<file path="src/rtl/control_unit.sv">
// Moore FSM controller for the 16-bit processor: owns PC/IR, fetches from a registered ROM, drives datapath controls.
// Optional JUMP instruction (opcode 6) is enabled by defining CU_JUMP_EN.
module control_unit #(
  parameter int         PC_W    = 7,
  parameter logic [2:0] ALU_ADD = 3'd1,
  parameter logic [2:0] ALU_SUB = 3'd2
) (
  input  logic            clk,
  input  logic            reset_n,
  input  logic [15:0]     IM_data,
  output logic [PC_W-1:0] IM_addr,
  output logic [7:0]      D_addr,
  output logic            D_wr,
  output logic            RF_sel,
  output logic            RF_W_en,
  output logic [3:0]      WriteAddr,
  output logic [3:0]      rdAddrA,
  output logic [3:0]      rdAddrB,
  output logic [2:0]      ALU_s0,
  output logic [PC_W-1:0] PC_out,
  output logic [15:0]     IR_out,
  output logic [3:0]      state_out
);

  typedef enum logic [3:0] {
    ST_INIT   = 4'd0,
    ST_FETCH  = 4'd1,
    ST_DECODE = 4'd2,
    ST_LOAD_A = 4'd3,
    ST_LOAD_B = 4'd4,
    ST_STORE  = 4'd5,
    ST_ADD    = 4'd6,
    ST_SUB    = 4'd7,
    ST_HALT   = 4'd8,
    ST_JUMP   = 4'd9,
    ST_WAIT   = 4'd10
  } state_t;

  localparam logic [3:0] OP_NOOP  = 4'h0;
  localparam logic [3:0] OP_STORE = 4'h1;
  localparam logic [3:0] OP_LOAD  = 4'h2;
  localparam logic [3:0] OP_ADD   = 4'h3;
  localparam logic [3:0] OP_SUB   = 4'h4;
  localparam logic [3:0] OP_HALT  = 4'h5;
  localparam logic [3:0] OP_JUMP  = 4'h6;

  typedef struct packed {
    logic [7:0] d_addr;
    logic       d_wr;
    logic       rf_sel;
    logic       rf_w_en;
    logic [3:0] wr_addr;
    logic [3:0] rd_a;
    logic [3:0] rd_b;
    logic [2:0] alu;
  } ctrl_t;

  state_t          state_r;
  state_t          state_n_s;
  logic [PC_W-1:0] pc_r;
  logic [PC_W-1:0] pc_n_s;
  logic [15:0]     ir_r;
  logic [15:0]     ir_n_s;
  ctrl_t           ctrl_r;

  // Moore decode; evaluated on the next state/IR so the registered outputs always match the current state.
  function automatic ctrl_t decode_ctrl(input state_t st, input logic [15:0] ir);
    ctrl_t c;
    c = '0;
    case (st)
      ST_INIT, ST_HALT: c = '0;
      default: begin
        c.wr_addr = ir[3:0];
        c.rd_a    = ir[11:8];
        c.rd_b    = ir[7:4];
      end
    endcase
    case (st)
      ST_STORE: begin
        c.d_addr = ir[7:0];
        c.d_wr   = 1'b1;
      end
      ST_LOAD_A: begin
        c.d_addr = ir[11:4];
        c.rf_sel = 1'b1;
      end
      ST_LOAD_B: begin
        c.d_addr  = ir[11:4];
        c.rf_sel  = 1'b1;
        c.rf_w_en = 1'b1;
      end
      ST_ADD: begin
        c.alu     = ALU_ADD;
        c.rf_w_en = 1'b1;
      end
      ST_SUB: begin
        c.alu     = ALU_SUB;
        c.rf_w_en = 1'b1;
      end
      default: begin
        c.d_addr  = 8'h00;
        c.alu     = 3'd0;
      end
    endcase
    return c;
  endfunction

  // Next-state, PC and IR logic.
  always_comb begin
    state_n_s = state_r;
    pc_n_s    = pc_r;
    ir_n_s    = ir_r;
    case (state_r)
      ST_INIT: state_n_s = ST_FETCH;
      ST_FETCH: begin
        ir_n_s    = IM_data;
        pc_n_s    = pc_r + {{(PC_W-1){1'b0}}, 1'b1};
        state_n_s = ST_DECODE;
      end
      ST_DECODE: begin
        case (ir_r[15:12])
          OP_NOOP:  state_n_s = ST_FETCH;
          OP_STORE: state_n_s = ST_STORE;
          OP_LOAD:  state_n_s = ST_LOAD_A;
          OP_ADD:   state_n_s = ST_ADD;
          OP_SUB:   state_n_s = ST_SUB;
          OP_HALT:  state_n_s = ST_HALT;
`ifdef CU_JUMP_EN
          OP_JUMP:  state_n_s = ST_JUMP;
`endif
          default:  state_n_s = ST_FETCH;
        endcase
      end
      ST_LOAD_A: state_n_s = ST_LOAD_B;
      ST_LOAD_B: state_n_s = ST_FETCH;
      ST_STORE:  state_n_s = ST_FETCH;
      ST_ADD:    state_n_s = ST_FETCH;
      ST_SUB:    state_n_s = ST_FETCH;
      ST_HALT:   state_n_s = ST_HALT;
`ifdef CU_JUMP_EN
      ST_JUMP: begin
        pc_n_s    = ir_r[PC_W-1:0];
        state_n_s = ST_WAIT;
      end
      // Gives the ROM one edge to present mem[target] before FETCH.
      ST_WAIT:   state_n_s = ST_FETCH;
`endif
      default:   state_n_s = ST_INIT;
    endcase
  end

  // State, PC, IR and registered control outputs.
  always_ff @(posedge clk or negedge reset_n) begin
    if (!reset_n) begin
      state_r <= ST_INIT;
      pc_r    <= '0;
      ir_r    <= 16'h0000;
      ctrl_r  <= '0;
    end else begin
      state_r <= state_n_s;
      pc_r    <= pc_n_s;
      ir_r    <= ir_n_s;
      ctrl_r  <= decode_ctrl(state_n_s, ir_n_s);
    end
  end

  assign IM_addr   = pc_r;
  assign PC_out    = pc_r;
  assign IR_out    = ir_r;
  assign state_out = state_r;
  assign D_addr    = ctrl_r.d_addr;
  assign D_wr      = ctrl_r.d_wr;
  assign RF_sel    = ctrl_r.rf_sel;
  assign RF_W_en   = ctrl_r.rf_w_en;
  assign WriteAddr = ctrl_r.wr_addr;
  assign rdAddrA   = ctrl_r.rd_a;
  assign rdAddrB   = ctrl_r.rd_b;
  assign ALU_s0    = ctrl_r.alu;

endmodule

</file>
<file path="config.mk">
export PLATFORM = sky130hd
export DESIGN_NAME = control_unit
export DESIGN_NICKNAME = d
export VERILOG_FILES = /design/src/rtl/control_unit.sv
export SDC_FILE = /design/constraint.sdc
export NUM_CORES = 1
export LEC_CHECK = 0
export ABC_AREA = 1
export CAP_MARGIN = 20
export CORE_MARGIN = 2
export CORE_UTILIZATION = 47
export DETAILED_ROUTE_END_ITERATION = 10
export PLACE_DENSITY = 0.87
export SLEW_MARGIN = 20
export SYNTH_ARGS = -nofsm -noshare
export SYNTH_HDL_FRONTEND = slang
export SYNTH_SLANG_ARGS = --single-unit
</file>
<file path="constraint.sdc">
create_clock -name clk -period 3.6 [get_ports clk]
set_clock_uncertainty 0.1 [all_clocks]
set_input_delay 0.9 -clock clk [delete_from_list [all_inputs] [get_ports clk]]
set_output_delay 0.9 -clock clk [all_outputs]
set_load 0.01 [all_outputs]
</file>
Run 1, the clock network:
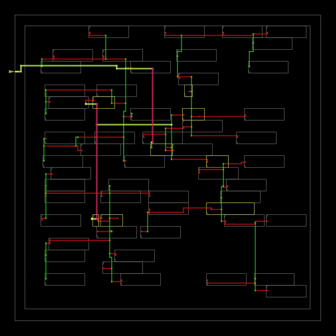
P_clk: 0.391 mW
CTS buffer count: 5
seq_cells: 52
clock net sink count: 52
Skew-Pair Late Insertion Delay: 0.30 ns

Run 1, clock distribution:
Bar = 20 um.
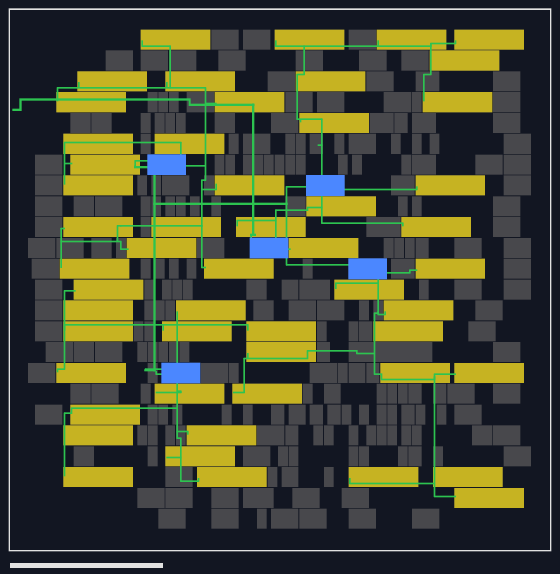
clock-net drivers: marked blue, count 5. flip-flops: marked yellow, count 52. clock wires: marked green, length 543 um.
There are 6 routed clock nets.
power share of the clock group: 15.0%

Run 1, port wiring:
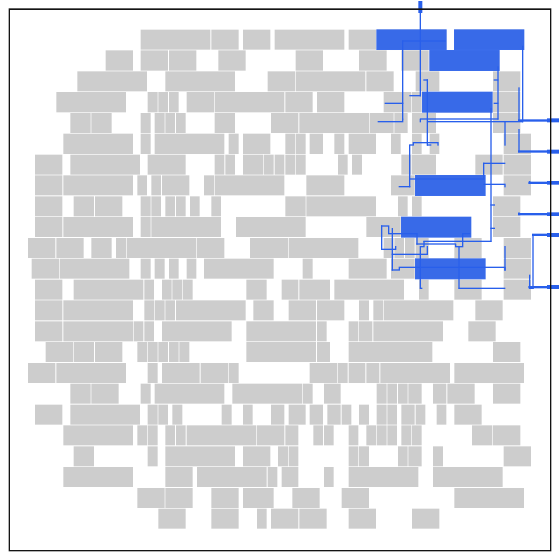
`IM_addr`: marked blue, direction output, edge 6 right, 1 top, end cells 7, buffers 7, wire 245 um.
IO buf count: 76
Top Ports: 78

==> run summary, run 1 <==
impl run done, here's what came out: routed len/inst 13.7 um, critical path launch point state_out[3], Final Cell Area around 0.0029 mm2, Crit path max-delay family buffers and inverters, Placer Congestion ~0.81, worst hold path depth 1, Cell Type Count 20, largest net degree at the start of global routing 53, DP HPWL around 3200 um, Post-synth regs ~52, Synth area leader dfrtp_1, status finished clean, XOR-XNOR Cells, Area Fraction under 10%, Final Hold Viols 0, setup TNS 0 ns, wl on met1 1910 um, syn nets approximately 230, Non-clock buffers 76, Synth Flop Type dfrtp_1, Iteration-0 DRC Markers 72, met1 Use GR around a quarter, final worst-path cycle share approximately 64%
--- run 2 (diff from run 1) ---
--- a/config.mk
+++ b/config.mk
@@ -8,9 +8,9 @@
 export ABC_AREA = 1
 export CAP_MARGIN = 20
 export CORE_MARGIN = 2
-export CORE_UTILIZATION = 47
+export CORE_UTILIZATION = 44
 export DETAILED_ROUTE_END_ITERATION = 10
-export PLACE_DENSITY = 0.87
+export PLACE_DENSITY = 0.83
 export SLEW_MARGIN = 20
 export SYNTH_ARGS = -nofsm -noshare
 export SYNTH_HDL_FRONTEND = slang
==> constraint.sdc (replaced) <==
create_clock -name clk -period 2.4 [get_ports clk]
set_clock_uncertainty 0.1 [all_clocks]
set_input_delay 0.6 -clock clk [delete_from_list [all_inputs] [get_ports clk]]
set_output_delay 0.6 -clock clk [all_outputs]
set_load 0.01 [all_outputs]
Run 2, gate-type map:
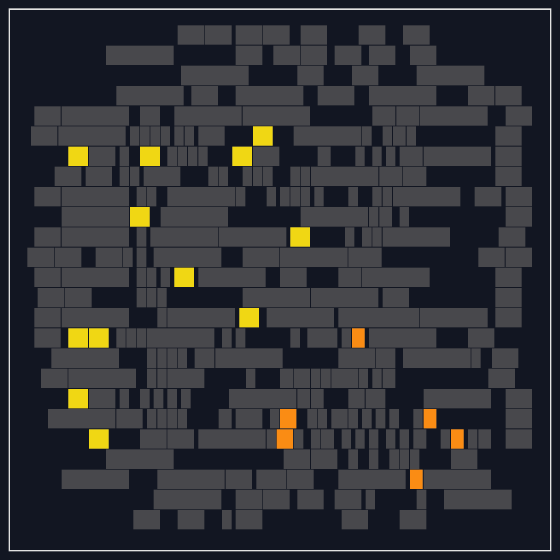
non-inverting ao/oa cells: marked yellow, cells 12, most used o21a_1. aoi and oai cells: marked orange, cells 6, most used o21ai_0.
Commonest Layout Cell: nand2_1
Final Instance Count excl. Fillers: 340
combinational share of cell area: 21.8%

Run 2, port wiring:
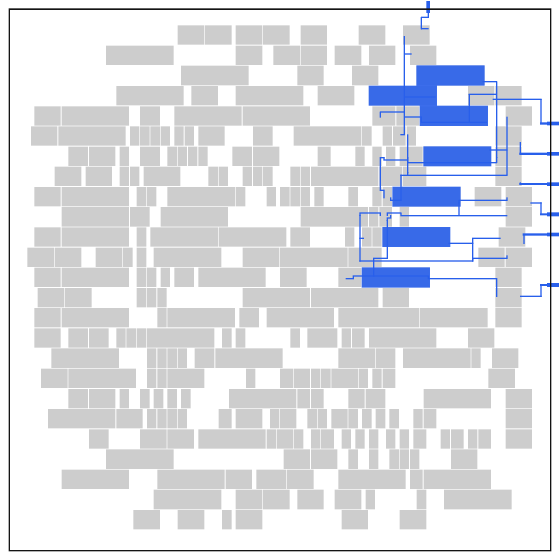

Run 2, metal layers overlaid:
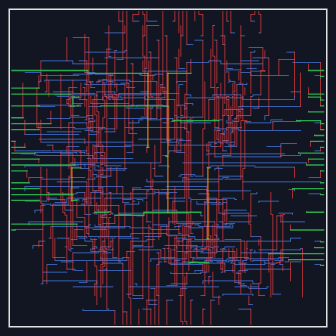
M4: marked orange, wire length 72.8 um. M1: marked blue, wire length 2,010 um. M2: marked red, wire length 2,230 um. M3: marked green, wire length 310 um.
Post-Route WL: 4630 um
via count: 1,625
routed len/inst: 13.6 um
total track usage: 19.1%

==> run 2 against run 1 <==
Against the previous run: synthesized cell count unchanged; global-route usage is 0.64 points lower; critical path depth stayed put; sequential share of layout area fell by 0.45 points; core utilization down 4.3 points; area after synthesis unchanged; cell area grew 1.0%; worst hold slack got worse by 0.22 ns; setup slack worse by 0.90 ns; wire length grew 1.4%; sequential cell count did not move; cell count increased by 1.8%; critical endpoint is now state_out[0].
==> run summary, run 2 <==
impl run done, here's what came out: status finished clean (unchanged), final worst-path cycle share 84.2%, Crit path max-delay family buffers and inverters (unchanged), XOR-XNOR Cells, Area Fraction 2.53% (unchanged), FF-to-FF End IM_addr[6] (unchanged), wl on met1 2010 um (was 1910 um), Non-clock buffers 80 (was 76), Placer Congestion 0.834 (was 0.814), seq_cells 52 (unchanged), Final Cell Area 0.00295 mm2 (was 0.00292 mm2), Adder Area Share 0.602% (unchanged), hold_buf cts 0 (unchanged), Post-synth EDFFs 0 (unchanged), crit path launch type flop (unchanged), Iteration-0 DRC Markers 102 (was 72), critical path launch point state_out[0] (was state_out[3]), setup TNS 0 ns (unchanged), Top Consumer combinational cells (unchanged), met1 Use GR 24.9% (was 25.2%), Cell Type Count 20 (unchanged), Top Ports 78 (unchanged), CTS buffer count 5 (unchanged), largest net degree at the start of global routing 27 (was 53), Synth area leader dfrtp_1 (unchanged), power share of the clock group 14.7% (was 15.0%), grt total ovfl 0 (unchanged), asr flop ratio synth 100% (unchanged), Skew-Pair Late Insertion Delay 0.30 ns (about the same), Final Hold Viols 0 (unchanged), Post-synth regs 52 (unchanged), DP HPWL 3310 um (was 3180 um), IO buf count 76 (unchanged), clock net sink count 52 (unchanged), syn nets 230 (unchanged)
--- run 3 (diff from run 2) ---
==> constraint.sdc (replaced) <==
create_clock -name clk -period 2 [get_ports clk]
set_clock_uncertainty 0.1 [all_clocks]
set_input_delay 0.5 -clock clk [delete_from_list [all_inputs] [get_ports clk]]
set_output_delay 0.5 -clock clk [all_outputs]
set_load 0.01 [all_outputs]
Run 3, metal layers overlaid:
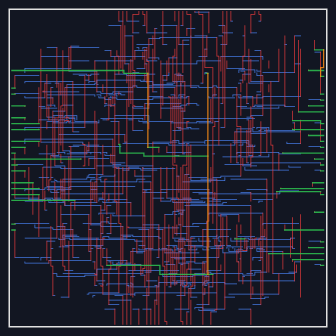
M4: marked orange, wire length 70.0 um. M1: marked blue, wire length 2,020 um. M3: marked green, wire length 278 um. M2: marked red, wire length 2,390 um.
Post-Route WL: 4750 um
total track usage: 18.9%

Run 3, the clock network:
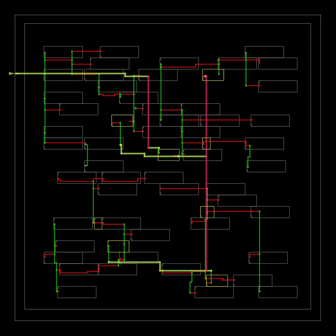
Skew-Pair Late Insertion Delay: 0.31 ns
P_clk: 0.590 mW
clock buf count: 5

Run 3, port wiring:
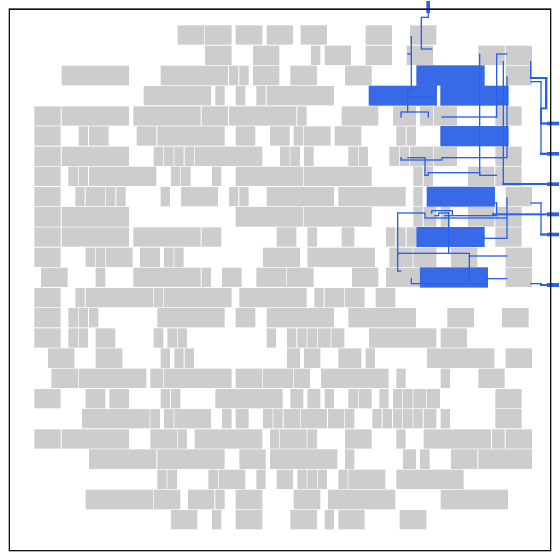

==> run 3 against run 2 <==
Against the previous run: synthesized cell count unchanged; non-clock buffer count up 1; register-to-register slack worse by 0.18 ns; wire length increased by 2.7%; via count grew 0.25%; critical path type unchanged; largest cell class unchanged; largest power group unchanged.
==> run summary, run 3 <==
impl run done, here's what came out: crit path launch type flop (unchanged), Placer Congestion 0.728 (was 0.834), Non-clock buffers 81 (was 80), XOR-XNOR Cells, Area Fraction 2.53% (unchanged), combinational share of cell area 21.8% (unchanged), IO buf count 76 (unchanged), power share of the clock group 12.7% (was 14.7%), Crit path max-delay family buffers and inverters (unchanged), DP HPWL 3420 um (was 3310 um), cell type taking the most area sequential cells (unchanged), final worst-path cycle share just under 100%, critical path launch point state_out[0] (unchanged), Post-synth EDFFs 0 (unchanged), Final Hold Viols 0 (unchanged), Post-synth regs 52 (unchanged), CTS buffer count 5 (unchanged), met1 Use GR 23.3% (was 24.9%), Top Consumer combinational cells (unchanged), syn nets 230 (unchanged), Top Ports 78 (unchanged), Final Cell Area 0.00295 mm2 (unchanged), seq_cells 52 (unchanged), routed len/inst 13.9 um (was 13.6 um), Commonest Layout Cell nand2_1 (unchanged), setup TNS 0 ns (unchanged), FF-to-FF End rdAddrA[0] (was IM_addr[6]), Cell Type Count 20 (unchanged), Final Instance Count excl. Fillers 341 (was 340), wl on met1 2020 um (was 2010 um), Adder Area Share 0.602% (unchanged), hold_buf cts 0 (unchanged), via count 1,629 (was 1,625), status finished clean (unchanged), Synth area leader dfrtp_1 (unchanged), Iteration-0 DRC Markers 93 (was 102), Synth Flop Type dfrtp_1 (unchanged)
No activity file was given, so power comes from the tool's default toggle rates.
